--- src/rtl/per_sft_rst_seq_if.sv ---
// rtl/per_sft_rst_seq_if.sv - RST-bit input, test override and sequencer status outputs
interface per_sft_rst_seq_if;
  logic testmode;
  logic rcc_per_rst;
  logic sft_rst_n;
  logic rst_ker_clk_req;
  logic rst_busy;
  logic rst_done;

  modport master (
    output testmode,
    output rcc_per_rst,
    input  sft_rst_n,
    input  rst_ker_clk_req,
    input  rst_busy,
    input  rst_done
  );

  modport slave (
    input  testmode,
    input  rcc_per_rst,
    output sft_rst_n,
    output rst_ker_clk_req,
    output rst_busy,
    output rst_done
  );
endinterface

--- src/rtl/per_sft_rst_seq.sv ---
// rtl/per_sft_rst_seq.sv - software peripheral reset sequencer with minimum width and guarded release
module per_sft_rst_seq #(
  parameter int CNT_W           = 8,
  parameter int MIN_RST_CYCLES  = 4,
  parameter int POST_RST_CYCLES = 2
) (
  input  logic              i_clk,
  input  logic              sys_rst,
  per_sft_rst_seq_if.slave  bus
);

  typedef enum logic [1:0] {
    IDLE = 2'd0,
    HOLD = 2'd1,
    POST = 2'd2
  } state_t;

  // Counters are loaded with N-1 so that state entry plus N-1 decrements gives N cycles.
  localparam logic [CNT_W-1:0] MIN_LOAD  = CNT_W'(MIN_RST_CYCLES - 1);
  localparam logic [CNT_W-1:0] POST_LOAD = CNT_W'(POST_RST_CYCLES - 1);

  state_t           state_q, state_d;
  logic [CNT_W-1:0] cnt_q, cnt_d;
  logic             sft_rst_n_q, sft_rst_n_d;
  logic             busy_q, busy_d;
  logic             done_q, done_d;

  // Next-state, counter and registered-output logic of the sequencer.
  always_comb begin
    state_d     = state_q;
    cnt_d       = (cnt_q != '0) ? cnt_q - 1'b1 : cnt_q;
    sft_rst_n_d = sft_rst_n_q;
    busy_d      = busy_q;
    done_d      = 1'b0;
    case (state_q)
      IDLE: begin
        if (bus.rcc_per_rst) begin
          state_d     = HOLD;
          sft_rst_n_d = 1'b0;
          busy_d      = 1'b1;
          cnt_d       = MIN_LOAD;
        end
      end
      HOLD: begin
        // Release only once the minimum width has elapsed and software has cleared the bit.
        if ((cnt_q == '0) && !bus.rcc_per_rst) begin
          state_d     = POST;
          sft_rst_n_d = 1'b1;
          cnt_d       = POST_LOAD;
        end
      end
      POST: begin
        if (bus.rcc_per_rst) begin
          // Re-assertion during the guard window restarts a full reset, no completion pulse.
          state_d     = HOLD;
          sft_rst_n_d = 1'b0;
          cnt_d       = MIN_LOAD;
        end else if (cnt_q == '0) begin
          state_d = IDLE;
          busy_d  = 1'b0;
          done_d  = 1'b1;
        end
      end
      default: begin
        state_d     = IDLE;
        cnt_d       = '0;
        sft_rst_n_d = 1'b1;
        busy_d      = 1'b0;
      end
    endcase
  end

  // State and output registers; sys_rst overrides everything, including an in-flight sequence.
  always_ff @(posedge i_clk) begin
    if (sys_rst) begin
      state_q     <= IDLE;
      cnt_q       <= '0;
      sft_rst_n_q <= 1'b1;
      busy_q      <= 1'b0;
      done_q      <= 1'b0;
    end else begin
      state_q     <= state_d;
      cnt_q       <= cnt_d;
      sft_rst_n_q <= sft_rst_n_d;
      busy_q      <= busy_d;
      done_q      <= done_d;
    end
  end

  // Test mode masks the reset without disturbing the sequence; the kernel clock is
  // requested for exactly as long as the sequence is busy.
  assign bus.sft_rst_n       = bus.testmode | sft_rst_n_q;
  assign bus.rst_ker_clk_req = busy_q;
  assign bus.rst_busy        = busy_q;
  assign bus.rst_done        = done_q;

endmodule

--- src/flat_wrapper.sv ---
// flat-port wrapper written by rule: the top's interface ports become plain ports
module per_sft_rst_seq_flat 
#(
  parameter int CNT_W           = 8,
  parameter int MIN_RST_CYCLES  = 4,
  parameter int POST_RST_CYCLES = 2
)
  (i_clk, sys_rst, bus_testmode, bus_rcc_per_rst, bus_sft_rst_n, bus_rst_ker_clk_req, bus_rst_busy, bus_rst_done);
  per_sft_rst_seq_if bus_i ();
  input  logic i_clk;
  input  logic sys_rst;
  input wire logic [$bits(bus_i.testmode)-1:0] bus_testmode;
  input wire logic [$bits(bus_i.rcc_per_rst)-1:0] bus_rcc_per_rst;
  output wire logic [$bits(bus_i.sft_rst_n)-1:0] bus_sft_rst_n;
  output wire logic [$bits(bus_i.rst_ker_clk_req)-1:0] bus_rst_ker_clk_req;
  output wire logic [$bits(bus_i.rst_busy)-1:0] bus_rst_busy;
  output wire logic [$bits(bus_i.rst_done)-1:0] bus_rst_done;
  assign bus_i.testmode = bus_testmode;
  assign bus_i.rcc_per_rst = bus_rcc_per_rst;
  assign bus_sft_rst_n = bus_i.sft_rst_n;
  assign bus_rst_ker_clk_req = bus_i.rst_ker_clk_req;
  assign bus_rst_busy = bus_i.rst_busy;
  assign bus_rst_done = bus_i.rst_done;
  per_sft_rst_seq #(.CNT_W(CNT_W), .MIN_RST_CYCLES(MIN_RST_CYCLES), .POST_RST_CYCLES(POST_RST_CYCLES)) u_core (.i_clk(i_clk), .sys_rst(sys_rst), .bus(bus_i));
endmodule
--- config.mk ---
export PLATFORM = sky130hd
export DESIGN_NAME = per_sft_rst_seq_flat
export DESIGN_NICKNAME = d
export VERILOG_FILES = /design/src/rtl/per_sft_rst_seq_if.sv /design/src/rtl/per_sft_rst_seq.sv /design/src/flat_wrapper.sv
export SDC_FILE = /design/constraint.sdc
export NUM_CORES = 1
export LEC_CHECK = 0
export ABC_AREA = 1
export CORE_ASPECT_RATIO = 1.1
export CORE_MARGIN = 2
export CORE_UTILIZATION = 45
export DETAILED_ROUTE_END_ITERATION = 8
export PLACE_DENSITY = 0.67
export SYNTH_ARGS = -nofsm -noshare
export SYNTH_HDL_FRONTEND = slang
export SYNTH_SLANG_ARGS = --single-unit
--- constraint.sdc ---
create_clock -name i_clk -period 1.6 [get_ports i_clk]
set_clock_uncertainty 0.15 [all_clocks]
set_input_delay 0.32 -clock i_clk [delete_from_list [all_inputs] [get_ports i_clk]]
set_output_delay 0.32 -clock i_clk [all_outputs]
set_load 0.05 [all_outputs]
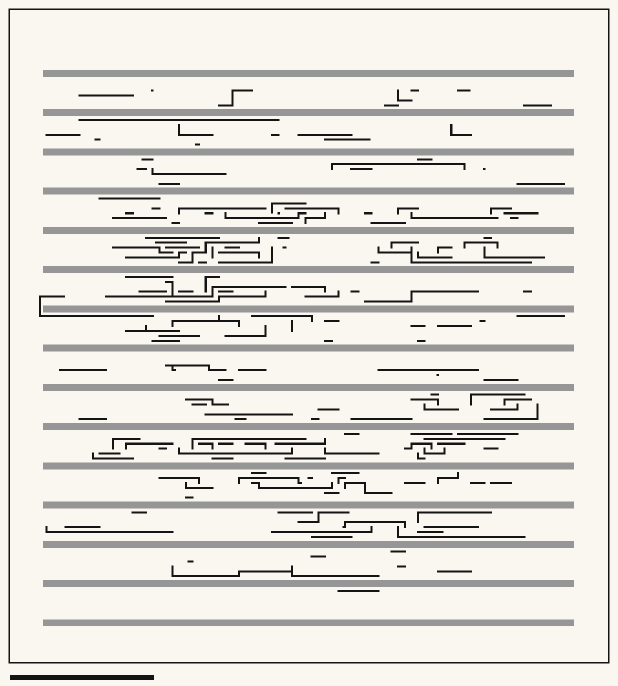
*Met1 routing, run 1*
The bar under the picture is 10 microns long. Supply wires on this layer in grey.
share of all routed wire: 41%
longest straight run: 13.8 microns
wire length on this layer: 497 microns
nets with wire on the layer: 91
main direction: horizontal
routing usage on met1: 15.7%
DRT Wirelength: 1.22 mm

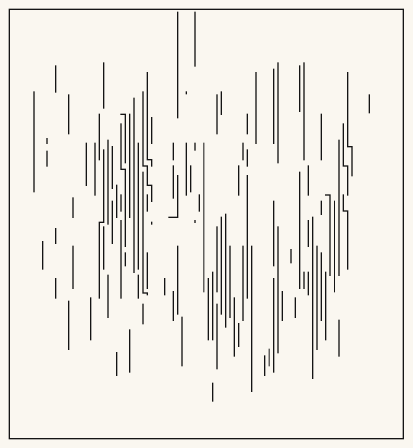
*Met2 routing, run 1*
main direction: vertical
wire length on this layer: 642 microns
longest straight run: 18.4 microns
share of all routed wire: 53%
nets with wire on the layer: 87
met2 Usage GRT: 27.8%
total number of vias: 551

==> impl_report.txt, run 1 <==
FLOW METRICS REPORT
----------------------------------------------------
[Clock tree]
  Skew-Pair Late Insertion Delay ........................ 280 ps
  Postcts setup bufs ........................ 0
  Number of buffers added by the clock tree synthesis step ........................ 3
  CTS clk-pin slew, worst paths ........................ 80 ps
  Resized cells post-CTS ........................ 0
  Number of sinks handled by clock tree synthesis ........................ 13
  CTS tree ........................ done

[Status]
  Result of the run ........................ completed

[Die]
  FP Core Util ........................ 49.6%
  Die Width ........................ 41.5 microns
  Die outline area ........................ 1870 sq um
  Height of the die ........................ 45.2 microns
  I/O pins ........................ 8

[Placed design]
  DP Worst Slack ........................ 19.3 ps
  Total placed cells including tap cells ........................ 109

[Logic synthesis]
  Largest area contributor in the synthesized netlist ........................ sky130_fd_sc_hd__dfxtp_1
  Yosys warning count ........................ 0
  Dominant non-sequential cell family after synthesis ........................ simple AND/OR/NAND/NOR gates
  Number of instances in the synthesized netlist ........................ 86
  Commonest cells in the netlist ........................ sky130_fd_sc_hd__nor2_1, sky130_fd_sc_hd__nand2_1, sky130_fd_sc_hd__dfxtp_1, sky130_fd_sc_hd__inv_1
  Distinct lib cells used ........................ 27
  Xor and xnor area share after synthesis ........................ 6.31%
  Ys cells ........................ 86
  Largest cells by area after synthesis ........................ sky130_fd_sc_hd__dfxtp_1, sky130_fd_sc_hd__nor2_1, sky130_fd_sc_hd__nand2_1
  Number of flops mapped to enable cells by yosys ........................ 0
  Synthesized-area fraction occupied by and/or/nand/nor cells ........................ 36.0%
  FF+latch count, synth ........................ 13
  Dominant cell by count in the synthesized netlist ........................ sky130_fd_sc_hd__nor2_1
  Dominant cell area share ........................ 37.5%

[Timing]
  Maximum clock frequency ........................ 634 MHz
  Transition time at the pin with the least slew margin ........................ 251 ps
  Final setup violation count ........................ 0
  Final Hold Violating Endpoints ........................ 0
  Post-layout min period ........................ 1580 ps
  Count of pins over their slew limit ........................ 0
  Hold Worst Slack ........................ 307 ps
  Cycle use final ........................ 98.6%

[Final layout]
  Count of non-CTS buffers in the layout ........................ 8
  Top cells excl fill/tap ........................ sky130_fd_sc_hd__nor2_1, sky130_fd_sc_hd__nand2_1, sky130_fd_sc_hd__dfxtp_1
  Logic inverters ........................ 10
  Post-layout nets ........................ 104
  Fraction of the core area covered by cells at the end of the flow ........................ 60.7%
  Comb/total area ........................ 45.7%
  Multi-input logic area ........................ 389 sq um
  Fraction of standard cell area that is sequential ........................ 30.6%
  Sequential cell count ........................ 13
  Count of non-filler cells in the finished layout ........................ 113
  Fraction of final layout cells with drive strength greater than 1 ........................ 25.8%

[Critical path]
  Slowest library cell on the worst path ........................ sky130_fd_sc_hd__clkdlybuf4s50_1
  Startpoint of the most critical register-to-register path ........................ u_core.cnt_q[0]
  Startpoint Class ........................ input port
  Critical Path Sink ........................ bus_sft_rst_n
  Flop2flop setup slack ........................ 120 ps
  Worst path max stage delay ........................ 390 ps
  Data required time at the worst endpoint ........................ 1130 ps
  WP buf/inv ........................ 2
  Worst-case reg-to-reg path depth ........................ 9

[Pwr]
  Pleak ........................ 0.379 nW
  Relative contribution of the clock network to total power ........................ 12.1%
  P_comb ........................ 0.000969 W
  Cell-internal power ........................ 0.000921 W
  Part of the total power dissipated in combinational logic ........................ 56.3%

[GRT]
  Pin count of the biggest net entering global routing ........................ 8
  GRT busiest layer ........................ met2
  Global routing usage summed across all routing layers ........................ 15.7%
  Grt ovf ........................ 0

[Drt]
  Met3 WL post-DR ........................ 34 microns
  Via density per instance ........................ 4.88
  Routed length on met2 ........................ 641 microns
  Number of design rule violations left after detail routing ........................ 0
  Drt initial violations ........................ 7
  Highest metal layer with signal wires ........................ met4

----------------------------------------------------
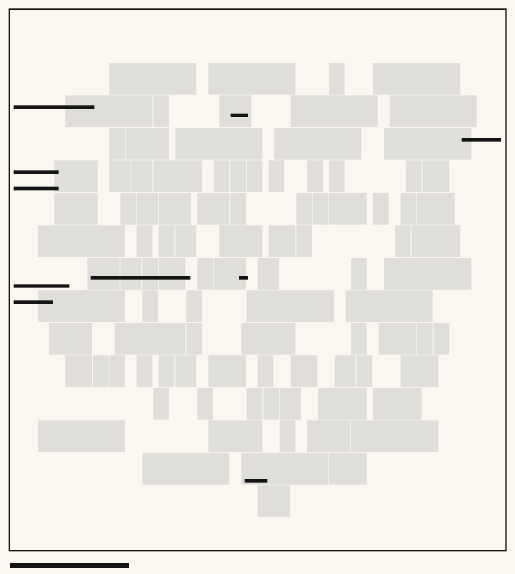
*The metal 3 layer, run 1*
The bar under the picture is 10 microns long.
wire length on this layer: 34.7 microns
nets with wire on the layer: 7
met3 capacity usage during global routing: 3.60%

### Gate-type map, run 1

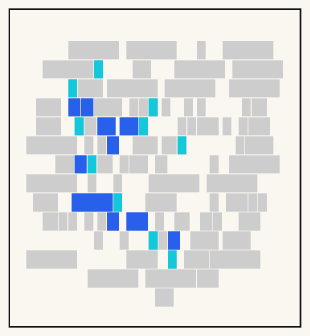

==> run 2, diff against run 1 <==
==> constraint.sdc (replaced) <==
create_clock -name i_clk -period 1.95 [get_ports i_clk]
set_clock_uncertainty 0.15 [all_clocks]
set_input_delay 0.39 -clock i_clk [delete_from_list [all_inputs] [get_ports i_clk]]
set_output_delay 0.39 -clock i_clk [all_outputs]
set_load 0.05 [all_outputs]
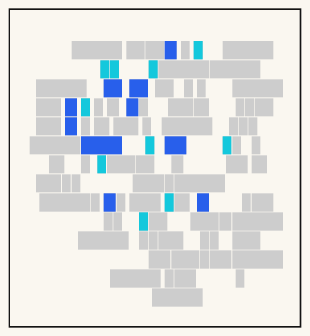
*Gate-type map, run 2*
[cyan] inverters | cells: 10
[blue] inverting AOI/OAI gates | cells: 10

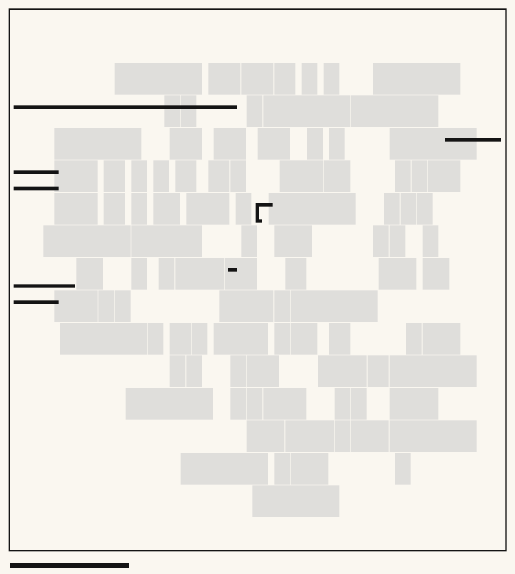
*The metal 3 layer, run 2*
The bar under the picture is 10 microns long.
DRT Wirelength: 1.09 mm
total number of vias: 531

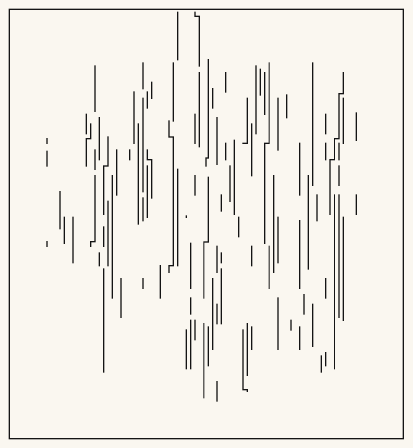
*Met2 routing, run 2*
met2 Usage GRT: 22.5%

==> impl_report.txt, run 2 <==
FLOW METRICS REPORT
----------------------------------------------------
[Status]
  Result of the run ........................ completed

[Logic synthesis]
  Xor and xnor area share after synthesis ........................ 6.31% (unchanged)
  Dominant cell by count in the synthesized netlist ........................ sky130_fd_sc_hd__nor2_1
  Dominant cell area share ........................ 37.5% (unchanged)
  Largest cells by area after synthesis ........................ sky130_fd_sc_hd__dfxtp_1, sky130_fd_sc_hd__nor2_1, sky130_fd_sc_hd__nand2_1
  Ys cells ........................ 86 (unchanged)
  Commonest cells in the netlist ........................ sky130_fd_sc_hd__nor2_1, sky130_fd_sc_hd__nand2_1, sky130_fd_sc_hd__dfxtp_1, sky130_fd_sc_hd__inv_1
  Dominant non-sequential cell family after synthesis ........................ simple AND/OR/NAND/NOR gates

[Timing]
  Post-layout min period ........................ 1720 ps
  Maximum clock frequency ........................ 581 MHz
  Final setup violation count ........................ 0 (unchanged)
  Final Hold Violating Endpoints ........................ 0 (unchanged)
  Cycle use final ........................ 88.2%

[Drt]
  Number of design rule violations left after detail routing ........................ 0 (unchanged)
  Drt initial violations ........................ 3 (-4)
  Met3 WL post-DR ........................ 40 microns (+18%)
  Via density per instance ........................ 4.74 (-2.8%)
  Highest metal layer with signal wires ........................ met4

[Pwr]
  Pleak ........................ 0.364 nW (-3.9%)
  Relative contribution of the clock network to total power ........................ 12.1% (about the same)
  Part of the total power dissipated in combinational logic ........................ 55.2% (-1.1 points)
  Cell-internal power ........................ 0.000738 W (-20%)

[Critical path]
  Slowest library cell on the worst path ........................ sky130_fd_sc_hd__clkdlybuf4s50_1
  Startpoint Class ........................ input port
  Critical Path Sink ........................ bus_sft_rst_n
  Startpoint of the most critical register-to-register path ........................ u_core.cnt_q[0]
  Worst-case reg-to-reg path depth ........................ 9 (unchanged)
  WP buf/inv ........................ 2 (unchanged)

[Final layout]
  Fraction of standard cell area that is sequential ........................ 32.3% (+1.7 points)
  Sequential cell count ........................ 13 (unchanged)
  Post-layout nets ........................ 103 (-0.96%)
  Logic inverters ........................ 10 (unchanged)
  Count of non-filler cells in the finished layout ........................ 112 (-0.88%)
  Count of non-CTS buffers in the layout ........................ 7 (-1)

[Clock tree]
  Number of buffers added by the clock tree synthesis step ........................ 3 (unchanged)
  Skew-Pair Late Insertion Delay ........................ 270 ps (about the same)
  Resized cells post-CTS ........................ 0 (unchanged)
  Postcts setup bufs ........................ 0 (unchanged)
  Number of sinks handled by clock tree synthesis ........................ 13 (unchanged)

[GRT]
  Pin count of the biggest net entering global routing ........................ 8 (unchanged)
  Global routing usage summed across all routing layers ........................ 13.8% (-1.9 points)
  GRT busiest layer ........................ met2
  Met3 capacity usage during global routing ........................ 3.60% (unchanged)

[Die]
  Height of the die ........................ 45.2 microns (unchanged)
  Die outline area ........................ 1870 sq um (unchanged)

----------------------------------------------------
==> run 3, diff against run 2 <==
--- a/config.mk
+++ b/config.mk
@@ -10,6 +10,7 @@
 export CORE_MARGIN = 2
 export CORE_UTILIZATION = 45
 export DETAILED_ROUTE_END_ITERATION = 8
+export GPL_ROUTABILITY_DRIVEN = 0
 export PLACE_DENSITY = 0.67
 export SYNTH_ARGS = -nofsm -noshare
 export SYNTH_HDL_FRONTEND = slang
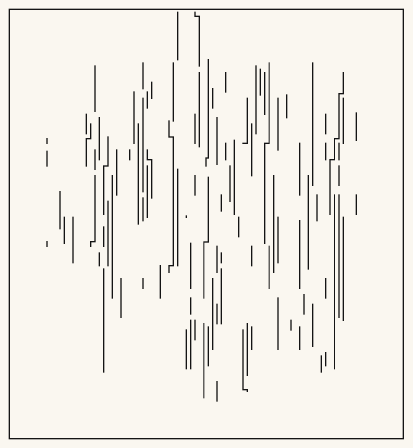
*Met2 routing, run 3*

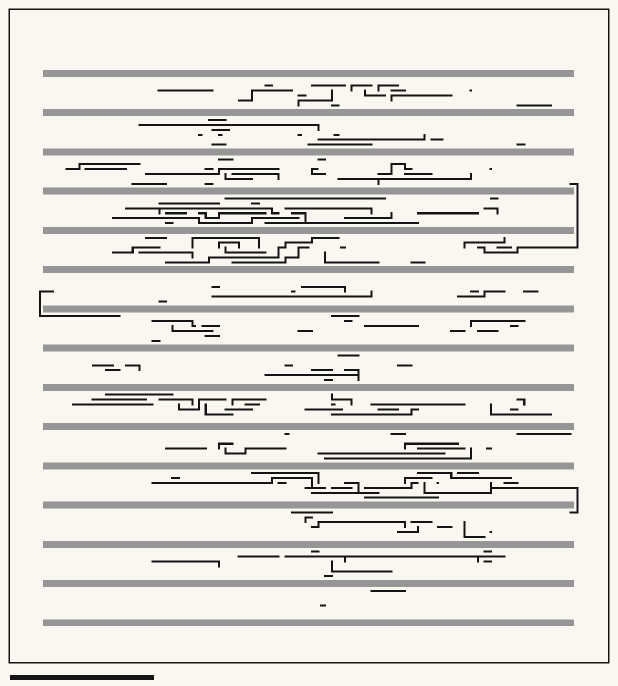
*Met1 routing, run 3*
The bar under the picture is 10 microns long. Supply wires on this layer in grey.
routing usage on met1: 16.7%

==> impl_report.txt, run 3 <==
FLOW METRICS REPORT
----------------------------------------------------
[Status]
  Result of the run ........................ completed

[Logic synthesis]
  Xor and xnor area share after synthesis ........................ 6.31% (unchanged)
  Dominant cell by count in the synthesized netlist ........................ sky130_fd_sc_hd__nor2_1
  Part of the Yosys area used for sequential elements ........................ 37.5%
  Cell area after synthesis ........................ 694 sq um
  Commonest cells in the netlist ........................ sky130_fd_sc_hd__nor2_1, sky130_fd_sc_hd__nand2_1, sky130_fd_sc_hd__dfxtp_1, sky130_fd_sc_hd__inv_1
  Largest area contributor in the synthesized netlist ........................ sky130_fd_sc_hd__dfxtp_1
  Dominant non-sequential cell family after synthesis ........................ simple AND/OR/NAND/NOR gates
  Post-synthesis net count ........................ 92
  Synthesized area per cell ........................ 8.07 sq um
  Synthesized-area fraction occupied by and/or/nand/nor cells ........................ 36.0%
  Dominant cell area share ........................ 37.5% (unchanged)
  Ys cells ........................ 86 (unchanged)
  Complex-gate fraction of the synthesized area ........................ 10.1%
  Largest cells by area after synthesis ........................ sky130_fd_sc_hd__dfxtp_1, sky130_fd_sc_hd__nor2_1, sky130_fd_sc_hd__nand2_1
  Number of instances in the synthesized netlist ........................ 86

[Final layout]
  Fraction of the core area covered by cells at the end of the flow ........................ 57.5%
  Dominant logic cell type in the layout ........................ sky130_fd_sc_hd__nor2_1
  Fraction of standard cell area that is sequential ........................ 32.3% (unchanged)
  Post-layout nets ........................ 103 (unchanged)
  Reg area ........................ 260 sq um
  Sequential cell count ........................ 13 (unchanged)
  Most flops, register ........................ u_core.cnt_q
  Count of non-CTS buffers in the layout ........................ 7 (unchanged)
  Clk tree area frac ........................ 3.26%
  Logic inverters ........................ 10 (unchanged)
  Count of non-filler cells in the finished layout ........................ 112 (unchanged)

[Pwr]
  Part of the total power dissipated in combinational logic ........................ 55.2% (about the same)
  Relative contribution of the clock network to total power ........................ 12.1% (about the same)
  Worst supply voltage drop on vdd ........................ 798 uV
  Pleak ........................ 0.364 nW (unchanged)
  Cell-internal power ........................ 0.000738 W (unchanged)
  P_clk ........................ 0.000165 W

[Placed design]
  Count of buffers inserted at the top-level ports ........................ 7

[Timing]
  Setup repair after global routing missed its margin ........................ no
  Cycle use final ........................ 88.2% (unchanged)
  Crit path setup slack, layout ........................ 229 ps
  Final setup violation count ........................ 0 (unchanged)
  Post-layout min period ........................ 1720 ps (unchanged)
  Worst-case headroom to the max-slew limit ........................ 80.9%
  Final Hold Violating Endpoints ........................ 0 (unchanged)
  Maximum clock frequency ........................ 581 MHz (unchanged)

[Critical path]
  Startpoint Class ........................ input port
  Startpoint of the most critical register-to-register path ........................ u_core.cnt_q[0]
  Worst-case reg-to-reg path depth ........................ 9 (unchanged)
  WP buf/inv ........................ 2 (unchanged)
  Critical Path Sink ........................ bus_sft_rst_n
  Slowest library cell on the worst path ........................ sky130_fd_sc_hd__clkdlybuf4s50_1
  Levels on crit path ........................ 3
  CP Data Arrival Time ........................ 1180 ps

[Die]
  I/O pins ........................ 8
  Row cnt ........................ 14
  Die outline area ........................ 1870 sq um (unchanged)
  Height of the die ........................ 45.2 microns (unchanged)

[Min path]
  Worst Hold Path Cells ........................ 2

[Clock tree]
  Resized cells post-CTS ........................ 0 (unchanged)
  Number of sinks handled by clock tree synthesis ........................ 13 (unchanged)
  Postcts setup bufs ........................ 0 (unchanged)
  Skew-Pair Late Insertion Delay ........................ 270 ps (about the same)
  Number of buffers added by the clock tree synthesis step ........................ 3 (unchanged)

[Drt]
  Met3 WL post-DR ........................ 40 microns (unchanged)
  DRT Wirelength ........................ 1.09 mm (unchanged)
  Drt initial violations ........................ 3 (unchanged)
  Total number of vias ........................ 531 (unchanged)
  Via density per instance ........................ 4.74 (unchanged)
  Highest metal layer with signal wires ........................ met4
  Routed length on met2 ........................ 523 microns
  Number of design rule violations left after detail routing ........................ 0 (unchanged)

[GRT]
  Met2 Usage GRT ........................ 22.5% (unchanged)
  Met3 capacity usage during global routing ........................ 3.60% (unchanged)
  Global routing usage summed across all routing layers ........................ 13.8% (unchanged)
  GRT busiest layer ........................ met2
  Pin count of the biggest net entering global routing ........................ 8 (unchanged)

----------------------------------------------------
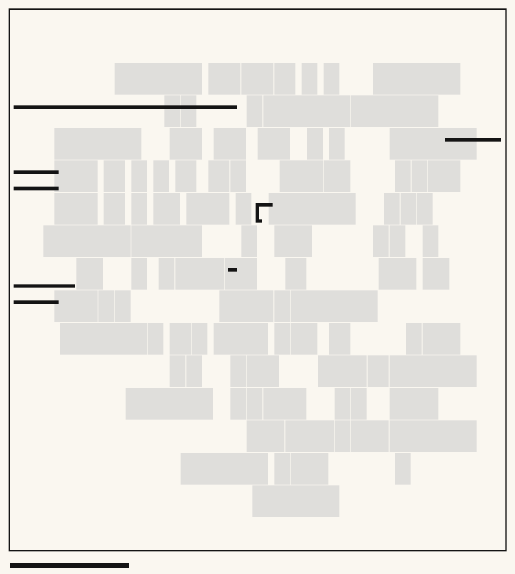
*The metal 3 layer, run 3*
The bar under the picture is 10 microns long.

No activity file was given, so power comes from the tool's default toggle rates.
